[config.mk]
export PLATFORM = sky130hd
export DESIGN_NAME = vedic_seq_mul_8x8
export DESIGN_NICKNAME = d
export VERILOG_FILES = /design/src/rtl/vedic_mul_pkg.sv /design/src/rtl/VedicMul_4x4.sv /design/src/rtl/vedic_seq_mul_8x8.sv
export SDC_FILE = /design/constraint.sdc
export NUM_CORES = 1
export LEC_CHECK = 0
export CAP_MARGIN = 25
export CORE_MARGIN = 4
export CORE_UTILIZATION = 31
export DETAILED_ROUTE_END_ITERATION = 12
export HOLD_SLACK_MARGIN = 0.1
export PLACE_DENSITY = 0.48
export SETUP_SLACK_MARGIN = 0.5
export SYNTH_ARGS = -nofsm -noshare
export SYNTH_HDL_FRONTEND = slang
export SYNTH_SLANG_ARGS = --single-unit
[constraint.sdc]
create_clock -name clk -period 8.3 [get_ports clk]
set_clock_uncertainty 0.2 [all_clocks]
set_input_delay 0.83 -clock clk [delete_from_list [all_inputs] [get_ports clk]]
set_output_delay 0.83 -clock clk [all_outputs]
set_load 0.005 [all_outputs]
[src/rtl/vedic_mul_pkg.sv]
// vedic_mul_pkg: shared constants, state encoding and shift table for the sequential 8x8 Vedic multiplier
package vedic_mul_pkg;
    localparam int SUB_W = 4;
    localparam logic [1:0] ST_IDLE = 2'd0;
    localparam logic [1:0] ST_CALC = 2'd1;
    localparam logic [1:0] ST_DONE = 2'd2;
    localparam logic [1:0] LAST_STEP = 2'd3;
    localparam logic [3:0] SHIFT_TAB [4] = '{4'd0, 4'd4, 4'd4, 4'd8};
    typedef enum logic [1:0] {
        IDLE = ST_IDLE,
        CALC = ST_CALC,
        DONE = ST_DONE
    } state_t;
endpackage

[src/rtl/VedicMul_4x4.sv]
// VedicMul_4x4: combinational 4x4 unsigned multiplier built from four urdhva-tiryagbhyam 2x2 cells
module VedicMul_4x4 (
    input  logic [3:0] a,
    input  logic [3:0] b,
    output logic [7:0] p
);
    function automatic logic [3:0] vm2(input logic [1:0] x, input logic [1:0] y);
        // vertical x0y0, crosswise x1y0^x0y1 with its carry folded into x1y1
        return {x[1] & y[1] & x[1] & y[0] & x[0] & y[1],
                (x[1] & y[1]) ^ (x[1] & y[0] & x[0] & y[1]),
                (x[1] & y[0]) ^ (x[0] & y[1]),
                x[0] & y[0]};
    endfunction
    logic [3:0] q0, q1, q2, q3;
    assign q0 = vm2(a[1:0], b[1:0]);
    assign q1 = vm2(a[3:2], b[1:0]);
    assign q2 = vm2(a[1:0], b[3:2]);
    assign q3 = vm2(a[3:2], b[3:2]);
    assign p = {4'b0, q0} + {2'b0, q1, 2'b0} + {2'b0, q2, 2'b0} + {q3, 4'b0};
endmodule

[src/rtl/vedic_seq_mul_8x8.sv]
// vedic_seq_mul_8x8: unsigned 8x8 multiply issuing four 4x4 partial products on one shared VedicMul_4x4
module vedic_seq_mul_8x8
    import vedic_mul_pkg::*;
(
    input  logic        clk,
    input  logic        rst,
    input  logic        in_valid,
    output logic        in_ready,
    input  logic [7:0]  a,
    input  logic [7:0]  b,
    output logic        out_valid,
    input  logic        out_ready,
    output logic [15:0] product
);
    localparam int DATA_W = 2 * SUB_W;
    state_t state, state_nx;
    logic [1:0] step;
    logic [DATA_W-1:0] a_q, b_q, pp;
    logic [2*DATA_W-1:0] acc;
    logic [SUB_W-1:0] mul_a, mul_b;
    logic accept;
    // step bit 0 picks the high nibble of a, bit 1 the high nibble of b
    assign mul_a = step[0] ? a_q[DATA_W-1:SUB_W] : a_q[SUB_W-1:0];
    assign mul_b = step[1] ? b_q[DATA_W-1:SUB_W] : b_q[SUB_W-1:0];
    VedicMul_4x4 u_mul (.a(mul_a), .b(mul_b), .p(pp));
    assign in_ready = !rst && (state == IDLE || (state == DONE && out_ready));
    assign accept = in_valid && in_ready;
    assign out_valid = state == DONE;
    assign product = acc;
    always_comb begin
        state_nx = state;
        state_nx = accept ? CALC
                 : state == CALC ? (step == LAST_STEP ? DONE : CALC)
                 : (state == DONE && out_ready) ? IDLE
                 : state;
    end
    always_ff @(posedge clk or posedge rst) begin
        if (rst) state <= IDLE;
        else state <= state_nx;
    end
    always_ff @(posedge clk or posedge rst) begin
        if (rst) begin
            step <= '0;
            acc <= '0;
            a_q <= '0;
            b_q <= '0;
        end else if (accept) begin
            step <= '0;
            acc <= '0;
            a_q <= a;
            b_q <= b;
        end else if (state == CALC) begin
            step <= step + 2'd1;
            acc <= acc + ({{DATA_W{1'b0}}, pp} << SHIFT_TAB[step]);
        end
    end
endmodule

**Run 1: gate-type map**

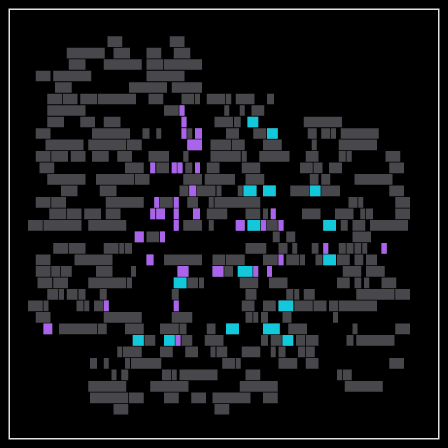
cyan -> non-inverting ao/oa cells  # cells 16, most used a21o_1
purple -> nor cells  # cells 35, most used nor2_1
Comb/total area: 0.518
Layout Cells excl Fill: 424
Commonest Layout Cell: clkdlybuf4s50_1

**Run 1: a small window of the routed layout**

The bar under the picture is 5 um long. Window x 41 to 61, y 61 to 81 um. Cells in gray, sequential cells in the stronger gray; small squares are vias.
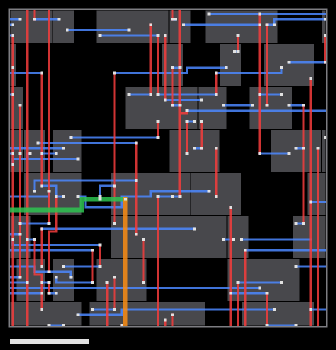
green -> M3
orange -> M4
blue -> M1
red -> M2
cells with their middle in the window = 30
sequential cells in the window = 0
most frequent = ha_1 (6), inv_1 (5)

**Run 1: clock wiring as the flow saved it**

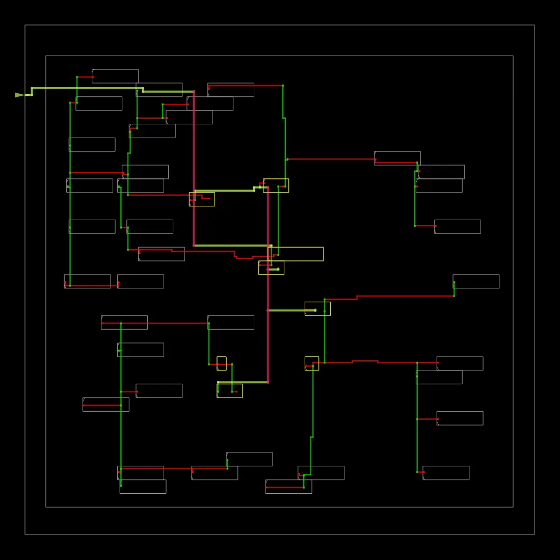
Inserted Clock Buffers: 5
Power Clock: 163 uW
FF+latch count: 36

==> flow_metrics.tcl, run 1 <==
# yosys + openroad results
set metrics [dict create \
    cts.sinks 36 \
    regToRegStartpoint "step[0]" \
    powerDensity_nw_per_um2 116 \
    cts_setup_buffers 0 \
    grt_pass1_wl_um 10300 \
    synth_area_per_cell_sq_um 9.57 \
    syn_inst 282 \
    drc_errors 0 \
    gp_congestion 0.801 \
    vias 2109 \
    ant_nets 0 \
    required_ns 8.25 \
    pwr-share-clk 0.427 \
    rsz0062_at_grt "false" \
    avgViaCountPerCell 4.97 \
    rr_worst_depth 24 \
    utilization 0.393 \
    nets 368 \
    pin_count 38 \
    r2r_setup_slack_ns 1.93 \
    setup_viol 0 \
    fp_util 0.324 \
    clk_path_buf_depth 2 \
    p_int_uw 288 \
    leakage_uw 0.00159 \
    hold_violations 0 \
    drv_cap 0 \
    holdBufCountCts 0 \
    max_freq_mhz 157 \
    cp_max_fo 7 \
    detail_route.wl_per_cell_um 14.8 \
    tns_ns 0 \
    switching_power_uw 93.9 \
    dieHeight_um 101 \
    status "finished, final reports clean" \
    final_layout_size_suffix_gt1_frac 0.0940 \
    synth_cell_types 47 \
    rows 33 \
    grt_pass1_vias 2073 \
    die_x_um 101 \
    synth_flops 36 \
    async_flop_share 1.00 \
    antenna_found_initial 0 \
    cts_resized 0 \
    hpwl_um 4710 \
    tool_warnings 26 \
    synth_nets 332 \
    synth_area_sq_um 2700 \
    overflow 0 \
    dp.cells 416 \
    power_switching_share 0.246 \
    hold_slack_ns 0.310 \
    port_buffers 37 \
    end_kind "flop" \
    ff_type "dfrtp_1" \
    r2r_end "product[14]" \
    clk_pin_slew_ns 0.08 \
    fin_crit_ns 6.37 \
    ys_chip_area_sq_um 2700 \
    worst_pin_slew_ns 1.00 \
    synth_seq_share 0.334 \
    crit_path_end "product[14]" \
    core_area_sq_um 8340 \
    synth_top_cell_by_count "dfrtp_1" \
    total_power_uw 382 \
    relSlewSlack 0.331 \
    routed_wl_um 6260 \
    clkLatencyLatePin_ns 0.30 \
    drtPass1Iterations 4 \
    cts_htree_levels 2 \
    cts_tree "done" \
    netlist.area_leader.share 0.334 \
    pwr-share-seq 0.476 \
    slew_violations 0 \
    ys_warn_count 0 \
    dieArea_sq_um 10300 \
    grt_max_degree 37 \
    comb_power_share 0.096 \
    first_iter_violations 33 \
    ys_cells 282 \
    hold_class "flop to flop" \
    track_usage 0.127 \
    critPathLaunchType "flop" \
    top_cells_by_count "dfrtp_1, nand2_1, ha_1" \
]
-- run 1: worst min path at each step --
stage / slack (ns) / startpoint / endpoint
global placement: 0.29 / b_q[1] / b_q[1]
finish: 0.31 / b_q[2] / b_q[2]
global route: 0.34 / a_q[0] / a_q[0]
detailed placement: 0.30 / b_q[2] / b_q[2]
CTS: 0.32 / b_q[2] / b_q[2]
floorplan: 0.28 / a_q[0] / a_q[0]
-- run 1: cell type report --
cell class / instances / area (sq um)
fillers: 854 / 5060
multi-input cells: 222 / 1700
flip-flops and latches: 36 / 901
repair buffers: 39 / 385
well taps: 105 / 131
clock buffers: 5 / 68.8
inverters: 14 / 52.6
clock inverters: 3 / 42.5
-- run 1: worst max-delay path, cell delays in order, from the launching register on --
cell and delay [ns]:
dfrtp_1 0.50, mux2i_1 0.52, nor2_1 0.17, nor3_1 0.17, ha_1 0.20, inv_1 0.06
fa_1 0.37, xor2_1 0.19, fa_1 0.54, inv_1 0.06, fa_1 0.45, a21o_1 0.19
a21oi_1 0.16, xor2_1 0.18, xnor2_1 0.15, o211a_1 0.24, ha_1 0.33, and2_1 0.18
a221o_1 0.30, a31oi_2 0.18, o21bai_1 0.11, a211o_1 0.34, o31ai_2 0.21, xor2_1 0.16
o21ai_1 0.07
-- run 1: metrics by stage --
stage               cell area [sq um]  worst slack, ns
finish                           3280             1.93
floorplan                        2700             2.40
detailed placement               3170             1.90
global route                     3280             1.48
CTS                              3280             1.88
global placement                 3170             2.02
-- run 1: state kept, by name, summed over array words and instances, names as in the netlist --
name	flops
product	16
b_q	8
a_q	8
state	2
step	2
-- run 1: power groups by stage --
| stage | Sequential, uW | Clock [uW] | Combinational (uW) |
|---|---|---|---|
| final | 182 | 163 | 36.7 |
| after global routing | 183 | 178 | 41.1 |
| after CTS | 182 | 170 | 37.4 |
| after detailed placement | 186 | 0 | 37.2 |
| after global placement | 186 | 0 | 37.5 |
| after floorplan | 185 | 0 | 20.5 |
-- run 1: cell families (layout without fill, tap and decap cells) --
| kind of cell | after synthesis | in the layout | share of synthesized area |
|---|---|---|---|
| fa+ha+maj | 30 | 30 | 0.153 |
| mux | 26 | 26 | 0.104 |
| flops | 36 | 36 | 0.334 |
| xor+xnor | 21 | 21 | 0.0681 |
| other cells | 1 | 1 | 0.00139 |
| compound gates | 66 | 66 | 0.169 |
| simple gates | 78 | 78 | 0.134 |
| buf+inv | 24 | 61 | 0.0366 |
-- run 1: per-layer routing --
metal	part of all wire	track usage	vias to the layer above
li1	-	-	1074
met1	0.48	0.167	985
met2	0.46	0.213	44
met3	0.042	0.0269	6
met4	0.011	0.0337	0
met5	0	0	-
-- run 1: cells in the final DEF (no fill, tap or decap), drive strengths merged, types with 10 or more instances in the layout --
cell type	Yosys	routed
clkdlybuf4s50	0	37
dfrtp	36	36
nand2	27	27
ha	25	25
nor2	24	24
o21ai	17	17
mux2	16	16
inv	14	14
xnor2	11	11
mux2i	10	10
a21oi	10	10
xor2	10	10
**Run 1: wiring heat map**

20 x 20 tiles, from white (low) to dark blue (high), scaled to the fullest tile. Values are wire area over tile area, all layers added.
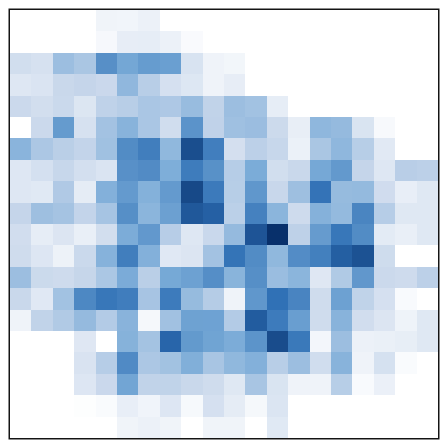

==> inputs of run 2 (changes only) <==
- clock period: 8.3 -> 6.2 ns (I/O delays scaled with it)
**Run 2: wiring heat map**

20 x 20 tiles, from white (low) to dark blue (high), scaled to the fullest tile. Values are wire area over tile area, all layers added.
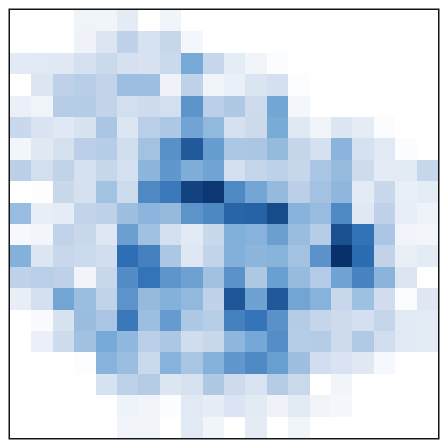
fullest tile = 0.43
nearly empty tiles = 25%
emptiest ninth of the die = upper right
tiles over half the peak = 14%
GRT Total Usage: 0.138
Post-Route WL: 6660 um
DR vias: 2222
Avg WL per Cell: 15.1 um

**Run 2: I/O pins on the die edge**

The bar under the picture is 20 um long. Pins as bars across the die edge, other pins in gray.
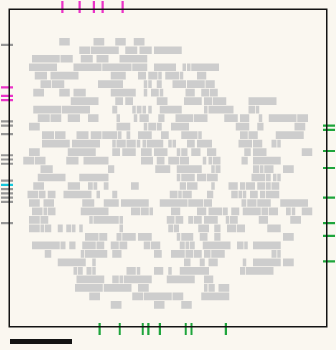
cyan -> `in_valid`  # pins 1, direction input, edge left
green -> `product`  # pins 16, direction output, edge 8 bottom, 8 right
magenta -> `a`  # pins 8, direction input, edge 5 top, 3 left

==> flow_metrics.tcl, run 2 <==
# yosys + openroad results
set metrics [dict create \
    regToRegStartpoint "step[1]" \
    synth_nets 332 \
    relSlewSlack 0.324 \
    mostFrequentLayoutCells "clkdlybuf4s50_1, dfrtp_1, nand2_1, nor2_1" \
    drc_errors 0 \
    topCellsByArea "dfrtp_1, ha_1, mux2_2, nand2_1, fa_1" \
    grt_max_degree 37 \
    final_layout_size_suffix_gt1_frac 0.240 \
    synth_area_sq_um 2700 \
    largest_reg_flops 16 \
    cts_tree "done" \
    num_antenna_cells 0 \
    dieHeight_um 101 \
    cts_htree_levels 2 \
    top_cells_by_count "dfrtp_1, nand2_1, ha_1" \
    end_kind "flop" \
    clk_pin_slew_ns 0.09 \
    async_flop_share 1.00 \
    hold_class "flop to flop" \
    avgViaCountPerCell 5.03 \
    cts.sinks 36 \
    cp_top_family "AND-OR/OR-AND gates" \
    rsz0062_at_grt "true" \
    grt_pass1_wl_um 11100 \
    ys_cells 282 \
    holdBufCountCts 0 \
    ys_sh_mux 0.104 \
    powerDensity_nw_per_um2 134 \
    grt_pass1_vias 2212 \
    simple_gate_share 0.134 \
    leakage_uw 0.00166 \
    slew_violations 0 \
    pin_count 38 \
    xor_share 0.0682 \
    hpwl_um 4810 \
    dp_slack_ns 0.0554 \
    worst_pin_slew_ns 1.01 \
    min_to "b_q[6]" \
    r2r_end "product[14]" \
    logic_family "AND-OR/OR-AND gates" \
    tns_ns 0 \
    path_buffers 2 \
    netlist.area_leader.share 0.334 \
    layout_top_cell "clkdlybuf4s50_1" \
    ys_chip_area_sq_um 2700 \
    core_area_sq_um 8340 \
    synth-adder-area-share 0.153 \
    clkLatencyLatePin_ns 0.30 \
    clock-root-buffer "clkbuf_8" \
    tool_warnings 28 \
    synth_area_per_cell_sq_um 9.57 \
    drv_cap 0 \
    drtPass1Iterations 4 \
    cp_max_fo 6 \
    overflow 0 \
    ff_type "dfrtp_1" \
    setup_viol 0 \
    hold_path_startpoint "b_q[6]" \
    worstSetupPathType "flop to flop" \
    max_freq_mhz 176 \
    numCtsBuffers 5 \
    fp_util 0.324 \
    period_used_share 0.918 \
    fin_area_sq_um 3600 \
    status "finished, final reports clean" \
    worst_slack_ns 0.509 \
    first_iter_violations 82 \
    r2r_setup_slack_ns 0.51 \
    nets 386 \
    synth_seq_share 0.334 \
    place_area_sq_um 3240 \
    fin_crit_ns 5.69 \
    clk_path_buf_depth 2 \
    required_ns 6.16 \
    gp_congestion 0.815 \
    ys_warn_count 0 \
    slowest_delay_ns 0.56 \
    ant_nets 0 \
    dieArea_sq_um 10300 \
    syn_inst 282 \
    die_x_um 101 \
    crit_chain "mux2i_4, nor2_4, nor3_2, ha_2, inv_2, fa_2, xor2_2, fa_1, inv_2, fa_2, a21o_1, a21oi_2, xor2_2, xnor2_2, o211a_1, ha_4, and2_4, a221o_1, a31oi_2, o21bai_1, a211o_1, o31ai_2, xor2_1, o21ai_1" \
    rows 33 \
    slowest_stage "fa_1" \
    rr_worst_depth 24 \
    port_buffers 37 \
    antenna_found_initial 0 \
    synth_top_cell_by_count "dfrtp_1" \
    hold_violations 0 \
    synth_cell_types 47 \
    critPathLaunchType "flop" \
    synth_flops 36 \
    largest_area_cell "dfrtp_1" \
    synthAoiAreaFrac 0.169 \
]
**Run 2: gate-type map**

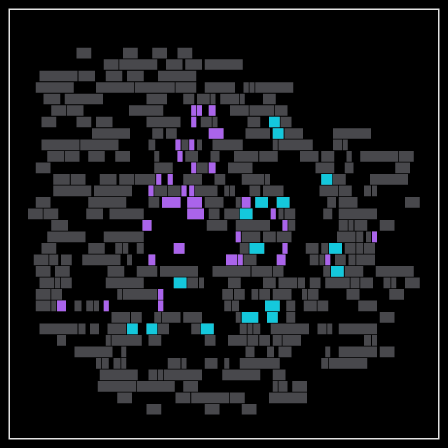
cyan -> non-inverting ao/oa cells  # cells 16, most used a21o_1
purple -> nor cells  # cells 35, most used nor2_1, where center
Layout Cells excl Fill: 442
Comb/total area: 0.529

## run 2: layer usage
layer | track usage | share of wire | up-vias
met2 | 0.226 | 0.48 | 44
met3 | 0.0317 | 0.039 | 5
met4 | 0.0317 | 0.0086 | 0
met5 | 0 | 0 | -
li1 | - | - | 1111
met1 | 0.185 | 0.48 | 1062
## run 2: metrics by stage
step / utilization / hold slack (ns) / total power [uW] / instances
floorplan: - / 0.280 / 277 / 282
global placement: 0.389 / 0.291 / 301 / 417
detailed placement: 0.389 / 0.296 / 301 / 417
CTS: 0.419 / 0.315 / 486 / 437
global route: 0.431 / 0.341 / 507 / 442
finish: 0.431 / 0.311 / 482 / 442
## run 2: worst max path at each step
stage	from	to	slack (ns)	depth (start not counted)
detailed placement	step[0]	product[14]	0.06	24
finish	step[1]	product[14]	0.51	24
CTS	step[1]	product[14]	0.46	24
global route	step[1]	product[13]	0.24	23
global placement	step[0]	product[13]	0.17	23
floorplan	step[0]	product[14]	0.55	25
## run 2: power by group
group | internal, uW | total [uW] | switching (uW) | leakage [uW]
Combinational | 30.5 | 55.5 | 25.0 | 0.00119
Clock | 78.6 | 181 | 103 | 0.0000479
Sequential | 240 | 245 | 4.80 | 0.000419
## run 2: cell type report
cell class              instances  area, sq um
fillers                       816         4740
well taps                     105          131
multi-input cells             222         1900
clock inverters                 3         18.8
repair buffers                 57          520
flip-flops and latches         36          903
clock buffers                   5         68.8
inverters                      14         52.6
## run 2: kinds of logic after synthesis
kind of cell               after synthesis
DFF                                     36
other                                    1
AOI/OAI and AO/OA                       66
xor gates and xnor gates                21
muxes                                   26
and+or+nand+nor                         78
buffers and inverters                   24
adders and majority gates               30
## run 2: what timing repair did
| item | CTS | global route |
|---|---|---|
| setup buffers | 12 | 5 |
| resized | 18 | 9 |
| endpoints found under the hold margin | 0 | 0 |
| pin swaps | 23 | 13 |
| endpoints found under the setup margin | 6 | 6 |
**Run 2: clock wiring as the flow saved it**

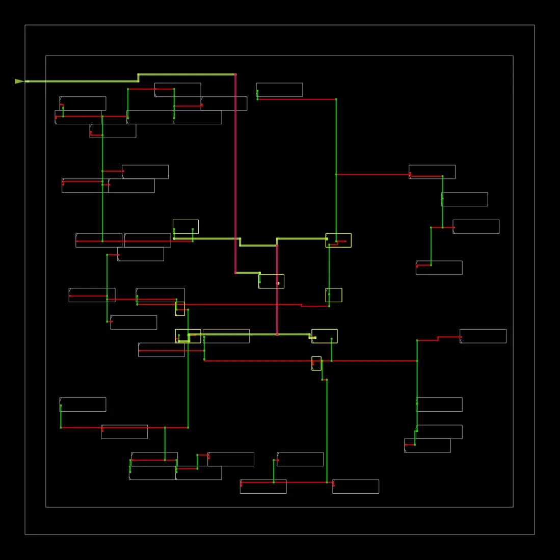

==> inputs of run 3 (changes only) <==
- CORE_UTILIZATION: 31 -> 40
- PLACE_DENSITY: 0.48 -> 0.6
**Run 3: clock wiring as the flow saved it**

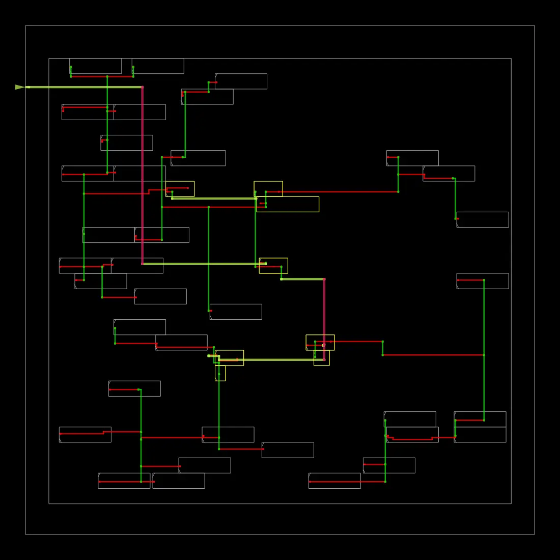
Power Clock: 218 uW
Clock Latency Late Sink: 0.30 ns
Clock Buffer Count: 5

**Run 3: gate-type map**

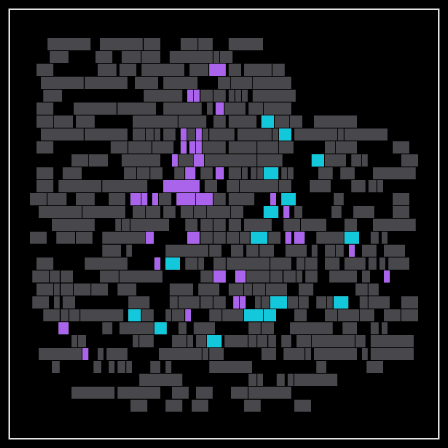
purple -> nor cells  # cells 35, most used nor2_1
cyan -> non-inverting ao/oa cells  # cells 16, most used a21o_1
Commonest Layout Cell: buf_4
Layout Cells excl Fill: 443
Comb/total area: 0.506

==> flow_metrics.tcl, run 3 <==
# yosys + openroad results
set metrics [dict create \
    status "finished, final reports clean" \
    hpwl_um 4540 \
    cts.sinks 36 \
    grt_pass1_wl_um 11600 \
    total_power_uw 527 \
    die_x_um 90.1 \
    clock-root-buffer "clkbuf_8" \
    mostFrequentLayoutCells "buf_4, clkdlybuf4s50_1, dfrtp_1, nand2_1, nor2_1" \
    cp_max_fo 5 \
    slew_violations 0 \
    required_ns 6.15 \
    num_antenna_cells 0 \
    worst_pin_slew_ns 0.984 \
    fp_util 0.418 \
    synth_cell_types 47 \
    port_buffers 37 \
    ys_cells 282 \
    synth_area_per_cell_sq_um 9.57 \
    clk_path_buf_depth 2 \
    utilization 0.601 \
    dieHeight_um 90.1 \
    syn_inst 282 \
    critPathLaunchType "flop" \
    vdd_drop_max_mv 0.128 \
    routed_wl_um 7330 \
    overflow 0 \
    synth_seq_share 0.334 \
    leakage_uw 0.00183 \
    tool_warnings 28 \
    arrival_ns 5.77 \
    ff_type "dfrtp_1" \
    end_kind "flop" \
    max_freq_mhz 172 \
    numCtsBuffers 5 \
    hold_violations 0 \
    ys_warn_count 0 \
    synth_top_cell_by_count "dfrtp_1" \
    cts_htree_levels 2 \
    gp_congestion 0.848 \
    ys_chip_area_sq_um 2700 \
    dieArea_sq_um 8130 \
    track_usage 0.174 \
    rsz0062_at_grt "true" \
    detail_route.wl_per_cell_um 16.5 \
    edf_count 0 \
    topCellsByArea "dfrtp_1, ha_1, mux2_2, nand2_1, fa_1" \
    tns_ns 0 \
    period_used_share 0.938 \
    hold_class "flop to flop" \
    netlist.area_leader.share 0.334 \
    async_flop_share 1.00 \
    synth_nets 332 \
    pin_count 38 \
    rows 29 \
    grt_max_degree 37 \
    synth_flops 36 \
    setup_viol 0 \
    syn2layout_area_growth_pct 43.7 \
    drv_cap 0 \
    clk_pin_slew_ns 0.09 \
    avgViaCountPerCell 5.44 \
    nets 415 \
    ant_nets 0 \
    antenna_found_initial 0 \
    synth_area_sq_um 2700 \
    relSlewSlack 0.344 \
    final_layout_size_suffix_gt1_frac 0.325 \
    powerDensity_nw_per_um2 136 \
    drc_errors 0 \
    drtPass1Iterations 5 \
    fin_crit_ns 5.82 \
    top_cells_by_count "dfrtp_1, nand2_1, ha_1" \
    largest_reg_flops 16 \
    worstSetupPathType "flop to flop" \
    grt_pass1_vias 2438 \
    vias 2411 \
    core_area_sq_um 6460 \
    cts_tree "done" \
    first_iter_violations 109 \
    largest_area_cell "dfrtp_1" \
]
**Run 3: a small window of the routed layout**

The bar under the picture is 5 um long. Window x 35 to 55, y 53 to 73 um. Cells in gray, sequential cells in the stronger gray; small squares are vias.
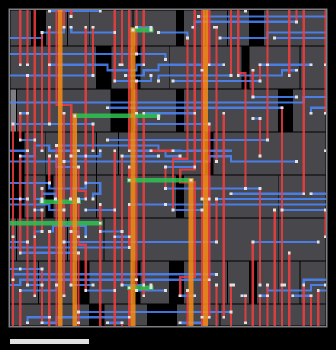
blue -> M1
red -> M2
orange -> M4
green -> M3
sequential cells in the window = 0
cells with their middle in the window = 45
most frequent = nor2_1 (7), buf_4 (6), inv_1 (5)

-- run 3: layer usage --
metal | track usage | routed length [um] | up-vias
met1 | 0.210 | 3230 | 1175
li1 | - | - | 1165
met2 | 0.301 | 3680 | 54
met4 | 0.0702 | 191 | 0
met3 | 0.0359 | 235 | 17
met5 | 0 | 0 | -
-- run 3: logic make-up (layout without fill, tap and decap cells) --
logic type / after synthesis / after routing / share of synthesized area
simple gates: 78 / 78 / 0.134
compound gates: 66 / 66 / 0.169
flops: 36 / 36 / 0.334
fa+ha+maj: 30 / 30 / 0.153
mux: 26 / 26 / 0.104
buf+inv: 24 / 108 / 0.0366
xor+xnor: 21 / 21 / 0.0681
other cells: 1 / 1 / 0.00139
-- run 3: where the power goes --
group,internal [uW],switching (uW)
combinational,35.4,28.2
sequential,240,5.10
clock,119,98.6
-- run 3: worst paths after layout --
kind                                to  slack, ns  depth (start not counted)     from
hold reg to reg                 b_q[6]       0.31                          1   b_q[6]
max in group asynchronous      step[0]       4.88                          3      rst
min in group asynchronous  product[15]       0.56                          3      rst
setup reg to reg           product[14]       0.38                         24  step[0]
hold / removal                  b_q[6]       0.31                          1   b_q[6]
setup / recovery           product[14]       0.38                         24  step[0]
-- run 3: worst max-delay path, cell delays in order (launching register included) --
cell,delay (ns)
dfrtp_2,0.50
buf_12,0.14
mux2i_4,0.23
nor2_2,0.08
xor2_2,0.16
ha_2,0.32
a211oi_1,0.07
or3_1,0.43
fa_1,0.57
inv_1,0.07
ha_4,0.25
a21o_1,0.19
a21oi_2,0.18
xor2_2,0.20
xnor2_2,0.10
o211a_1,0.25
ha_4,0.25
and2_4,0.14
a221o_1,0.32
a31oi_2,0.17
o21bai_1,0.11
a211o_1,0.30
o31ai_2,0.20
xor2_1,0.16
o21ai_1,0.07
-- run 3: cell type report --
| cell class | instances | area, sq um |
|---|---|---|
| multi-input cells | 222 | 1960 |
| clock buffers | 5 | 68.8 |
| repair buffers | 86 | 751 |
| fillers | 535 | 2580 |
| clock inverters | 3 | 42.5 |
| flip-flops and latches | 36 | 903 |
| inverters | 14 | 52.6 |
| well taps | 77 | 96.3 |
-- run 3: what timing repair did --
action                                  in CTS  in global routing
pin swaps                                   22                 22
endpoints found under the setup margin       6                  6
buffers inserted                            37                 10
gates resized                               19                 20
hold buffers                                 0                  0
-- run 3: per-stage QoR --
step | hold WS, ns | std cells | setup slack, ns | cell area, sq um
after CTS | 0.322 | 433 | 0.399 | 3680
final | 0.313 | 443 | 0.384 | 3880
after global routing | 0.352 | 443 | 0.125 | 3880
after floorplan | 0.280 | 282 | 0.551 | 2770
after global placement | 0.291 | 388 | 0.198 | 3200
after detailed placement | 0.302 | 388 | 0.0840 | 3200
Power and IR drop assume default switching activity.
